## config.mk

```make
export PLATFORM = sky130hd
export DESIGN_NAME = acc_cpu_mc
export DESIGN_NICKNAME = d
export VERILOG_FILES = /design/src/rtl/acc_cpu_pkg.sv /design/src/rtl/acc_cpu_alu.sv /design/src/rtl/acc_cpu_mc.sv
export SDC_FILE = /design/constraint.sdc
export NUM_CORES = 1
export LEC_CHECK = 0
export ABC_AREA = 1
export CORE_ASPECT_RATIO = 1.75
export CORE_UTILIZATION = 45
export CTS_BUF_LIST = sky130_fd_sc_hd__clkbuf_8
export CTS_CLUSTER_SIZE = 28
export DETAILED_ROUTE_END_ITERATION = 10
export GPL_ROUTABILITY_DRIVEN = 1
export GPL_TIMING_DRIVEN = 0
export PLACE_DENSITY = 0.73
export SKIP_CTS_REPAIR_TIMING = 1
export SYNTH_ARGS = -nofsm -noshare
export SYNTH_HDL_FRONTEND = slang
export SYNTH_SLANG_ARGS = --single-unit
```

## constraint.sdc

```tcl
create_clock -name clk -period 2.5 [get_ports clk]
set_input_delay 0.375 -clock clk [delete_from_list [all_inputs] [get_ports clk]]
set_output_delay 0.375 -clock clk [all_outputs]
set_load 0.05 [all_outputs]
```

## src/rtl/acc_cpu_pkg.sv

```systemverilog
// Shared opcode and state encodings for the multi-cycle accumulator CPU.
package acc_cpu_pkg;

   localparam int OP_W = 4;

   typedef enum logic [OP_W-1:0] {
      OP_NOP  = 4'h0,
      OP_LDI  = 4'h1,
      OP_ADD  = 4'h2,
      OP_SUB  = 4'h3,
      OP_AND  = 4'h4,
      OP_OR   = 4'h5,
      OP_XOR  = 4'h6,
      OP_SHL  = 4'h7,
      OP_SHR  = 4'h8,
      OP_JMP  = 4'h9,
      OP_JZ   = 4'hA,
      OP_JC   = 4'hB,
      OP_HALT = 4'hF
   } opcode_e;

   typedef enum logic [1:0] {
      ST_FETCH = 2'd0,
      ST_WAIT  = 2'd1,
      ST_EXEC  = 2'd2,
      ST_HALT  = 2'd3
   } state_e;

endpackage

```

## src/rtl/acc_cpu_alu.sv

```systemverilog
// Combinational ALU: computes the new accumulator and flags for one opcode.
// Opcodes that do not touch the accumulator pass acc through with write_acc_o=0.
module acc_cpu_alu
   import acc_cpu_pkg::*;
#(
   parameter int DATA_W = 8
) (
   input  logic [OP_W-1:0]   opcode_i,
   input  logic [DATA_W-1:0] acc_i,
   input  logic [DATA_W-1:0] imm_i,
   input  logic              flag_c_i,
   output logic [DATA_W-1:0] result_o,
   output logic              carry_o,
   output logic              zero_o,
   output logic              write_acc_o
);

   // Opcode decode; carry defaults to the old flag so LDI leaves it alone.
   always_comb begin
      result_o    = acc_i;
      carry_o     = flag_c_i;
      write_acc_o = 1'b0;
      case (opcode_e'(opcode_i))
         OP_LDI: begin
            result_o    = imm_i;
            write_acc_o = 1'b1;
         end
         OP_ADD: begin
            {carry_o, result_o} = {1'b0, acc_i} + {1'b0, imm_i};
            write_acc_o = 1'b1;
         end
         OP_SUB: begin
            result_o    = acc_i - imm_i;
            carry_o     = (acc_i < imm_i);
            write_acc_o = 1'b1;
         end
         OP_AND: begin
            result_o    = acc_i & imm_i;
            carry_o     = 1'b0;
            write_acc_o = 1'b1;
         end
         OP_OR: begin
            result_o    = acc_i | imm_i;
            carry_o     = 1'b0;
            write_acc_o = 1'b1;
         end
         OP_XOR: begin
            result_o    = acc_i ^ imm_i;
            carry_o     = 1'b0;
            write_acc_o = 1'b1;
         end
         OP_SHL: begin
            result_o    = {acc_i[DATA_W-2:0], 1'b0};
            carry_o     = acc_i[DATA_W-1];
            write_acc_o = 1'b1;
         end
         OP_SHR: begin
            result_o    = {1'b0, acc_i[DATA_W-1:1]};
            carry_o     = acc_i[0];
            write_acc_o = 1'b1;
         end
         default: ;
      endcase
      zero_o = (result_o == '0);
   end

endmodule

```

## src/rtl/acc_cpu_mc.sv

```systemverilog
// Multi-cycle accumulator CPU with handshaked instruction fetch.
//
//  state | meaning
//  FETCH | issue imem_req for pc when run=1, else park
//  WAIT  | hold until imem_valid, then latch ir
//  EXEC  | commit acc/flags/pc from ir, back to FETCH (or HALT)
//  HALT  | terminal, only reset leaves
module acc_cpu_mc
   import acc_cpu_pkg::*;
#(
   parameter  int DATA_W  = 8,
   parameter  int ADDR_W  = 8,
   localparam int INSTR_W = DATA_W + OP_W
) (
   input  logic               clk,
   input  logic               reset,
   input  logic               run,
   output logic               imem_req,
   output logic [ADDR_W-1:0]  imem_addr,
   input  logic               imem_valid,
   input  logic [INSTR_W-1:0] imem_rdata,
   output logic [DATA_W-1:0]  acc,
   output logic [ADDR_W-1:0]  pc_out,
   output logic [INSTR_W-1:0] ir_out,
   output logic [OP_W-1:0]    alu_op_out,
   output logic [DATA_W-1:0]  alu_result_out,
   output logic               flag_z,
   output logic               flag_c,
   output logic [1:0]         state_out,
   output logic               halted
);

   state_e              state_q;
   logic [ADDR_W-1:0]   pc_q, pc_d;
   logic [INSTR_W-1:0]  ir_q;
   logic [DATA_W-1:0]   acc_q;
   logic                z_q, c_q;

   logic [OP_W-1:0]     op;
   logic [DATA_W-1:0]   imm;
   logic [ADDR_W-1:0]   jmp_tgt;
   logic [DATA_W-1:0]   alu_result;
   logic                alu_carry, alu_zero, alu_write;

   assign op      = ir_q[INSTR_W-1:DATA_W];
   assign imm     = ir_q[DATA_W-1:0];
   assign jmp_tgt = imm[ADDR_W-1:0];

   acc_cpu_alu #(.DATA_W(DATA_W)) u_alu (
      .opcode_i    (op),
      .acc_i       (acc_q),
      .imm_i       (imm),
      .flag_c_i    (c_q),
      .result_o    (alu_result),
      .carry_o     (alu_carry),
      .zero_o      (alu_zero),
      .write_acc_o (alu_write)
   );

   // Next pc for EXEC: sequential increment, taken jumps, or hold on HALT.
   always_comb begin
      pc_d = pc_q + ADDR_W'(1);
      case (opcode_e'(op))
         OP_JMP:  pc_d = jmp_tgt;
         OP_JZ:   if (z_q) pc_d = jmp_tgt;
         OP_JC:   if (c_q) pc_d = jmp_tgt;
         OP_HALT: pc_d = pc_q;
         default: ;
      endcase
   end

   // Control FSM together with the architectural registers it commits.
   always_ff @(posedge clk or posedge reset) begin
      if (reset) begin
         state_q <= ST_FETCH;
         pc_q    <= '0;
         ir_q    <= '0;
         acc_q   <= '0;
         z_q     <= 1'b0;
         c_q     <= 1'b0;
      end else begin
         case (state_q)
            ST_FETCH: if (run) state_q <= ST_WAIT;
            ST_WAIT: begin
               if (imem_valid) begin
                  ir_q    <= imem_rdata;
                  state_q <= ST_EXEC;
               end
            end
            ST_EXEC: begin
               if (alu_write) begin
                  acc_q <= alu_result;
                  z_q   <= alu_zero;
                  c_q   <= alu_carry;
               end
               pc_q    <= pc_d;
               state_q <= (opcode_e'(op) == OP_HALT) ? ST_HALT : ST_FETCH;
            end
            default: ;
         endcase
      end
   end

   // Request is combinational so memory can answer in the very next cycle;
   // masked during reset so a held run does not leak a request.
   assign imem_req       = (state_q == ST_FETCH) && run && !reset;
   assign imem_addr      = pc_q;
   assign acc            = acc_q;
   assign pc_out         = pc_q;
   assign ir_out         = ir_q;
   assign alu_op_out     = op;
   assign alu_result_out = alu_result;
   assign flag_z         = z_q;
   assign flag_c         = c_q;
   assign state_out      = state_q;
   assign halted         = (state_q == ST_HALT);

endmodule
```

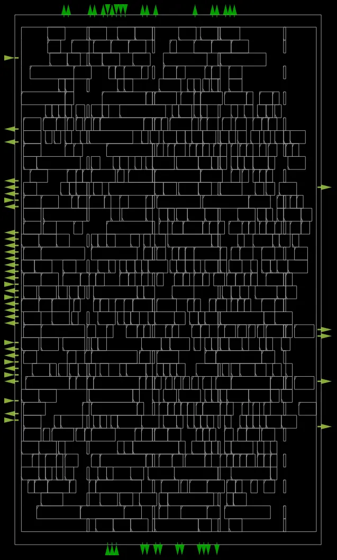
(placement view)
seq_cells: 32
final core utilization: 0.671

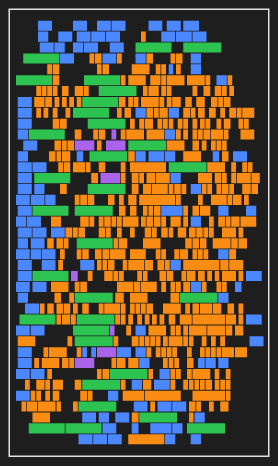
(placement by cell class)
Scale: 4 px per µm.
| colour | class | cells | share of their area |
|---|---|---|---|
| green | flip-flops | 32 | 19% |
| blue | other buffers and delay cells | 119 | 25% |
| orange | all other logic | 424 | 55% |
| purple | clock drivers and dummy loads | 8 | 1.9% |
design area: 4420 µm²
flop share of the area: 0.186
Rows: 39
Core Area: 6590 µm²

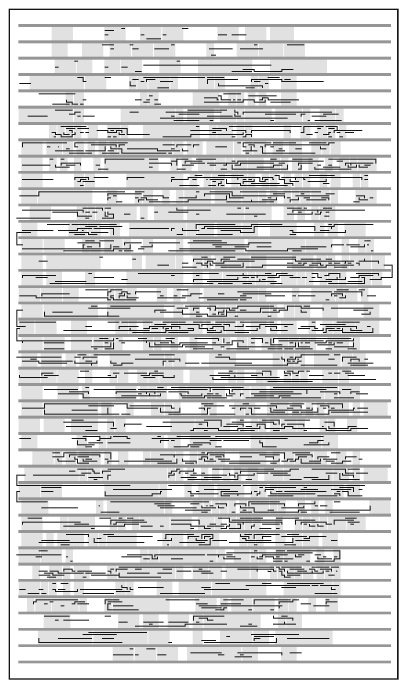
(the metal 1 layer)
Scale: 6 px per µm. Supply wires on this layer in grey. Cells faint in the background.
main direction: horizontal
nets with wire on the layer: 548
wire length on this layer: 3970 µm
share of all routed wire: 38%
longest straight run: 27.1 µm
GR Util met1: 0.314
Post-Route WL: 10500 µm
via count: 3571

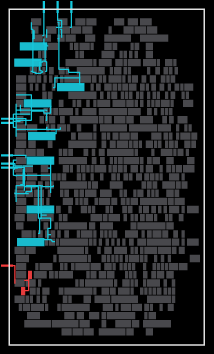
(nets reached from selected ports)
Scale: 3 px per µm.
| colour | port | direction | edge | end cells | buffers | wire |
|---|---|---|---|---|---|---|
| red | reset | input | left | 2 | 1 | 15.3 µm |
| cyan | pc_out | output | 5 left, 3 top | 8 | 16 | 361 µm |
I/O Buffers: 69
io pins: 70

final cells by class:
| cell class | instances | area share |
|---|---|---|
| timing repair buffer | 99 | 0.205 |
| inverter | 63 | 0.0575 |
| clock inverter | 3 | 0.00283 |
| tap | 82 | 0.0232 |
| clock buffer | 5 | 0.0156 |
| multi-input combinational | 361 | 0.475 |
| buffer | 20 | 0.0342 |
| sequential | 32 | 0.186 |
worst reg2reg max path, delay by kind of cell, from the launching register on:
family | cells | cell delay (ns)
buffers and inverters | 1 | 0.19
adders and majority gates | 2 | 0.55
DFF | 1 | 0.45
and+or+nand+nor | 10 | 1.18
state kept, by name, indices dropped and copies added, names as in the netlist:
| name | count |
|---|---|
| imem_addr | 8 |
| acc | 8 |
| state_out | 2 |
| flag_c | 1 |
| flag_z | 1 |
| ir_out | 12 |
==> results.py <==
# Metrics from the implementation run
metrics = {
    "status": {
        "outcome": "finished, violations left",
        "failed_checks": "negative setup slack",
    },
    "timing": {
        "setup_tns_ns": -0.379,
        "setup_viol": 3,
        "fin_worst_skew_ns": 0.00843,
        "worst_slew_pin_slew_ns": 0.716,
        "slew_headroom": 0.522,
        "fmax_mhz": 375,
        "worst_slack_ns": -0.165,
    },
    "synthesis": {
        "compound_area_frac": 0.131,
        "xor_share": 0.00854,
        "largest_area_cell": "dfrtp_1",
        "async_flop_share": 1.00,
        "ys.flops": 32,
        "ys_sh_simple": 0.348,
        "ys_seq_frac": 0.260,
        "ys_types": 29,
        "synth.logic.top_family": "simple AND/OR/NAND/NOR gates",
        "synthTopCellsByCount": "nand2_1, nor2_1, inv_1, nand3_1",
        "top_cell": "nand2_1",
        "yosys_warnings": 0,
    },
    "setup_path": {
        "crit_top_cell": "nand2_2",
        "worst_path_max_delay_cell": "dfrtp_2",
        "ff2ff_path_depth": 13,
        "critPathLaunch": "ir_out[0]",
        "arrival_ns": 2.29,
        "max_stage_delay_ns": 0.45,
        "reg2reg_to": "flag_z",
    },
    "global_route": {
        "met3_usage": 0.0287,
        "grtUsageTotal": 0.288,
        "grt_pass1_vias": 3411,
    },
    "flow_run": {
        "cap_violations": 0,
    },
    "routing": {
        "drt_iter0_markers": 302,
    },
    "cells_and_area": {
        "num-nets-final": 630,
        "final_cell_mix": "nand2_1, clkdlybuf4s50_1, nor2_1, inv_1, buf_4",
        "drive_gt1_frac": 0.238,
        "antennaDiodeCount": 0,
        "comb_area_um2": 2100,
        "area_growth_pct": 43.7,
    },
    "clocking": {
        "clockRootBuffer": "clkbuf_8",
        "cts_max_level": 2,
        "clock-sinks": 32,
    },
    "floorplan": {
        "die_h_um": 111,
    },
}
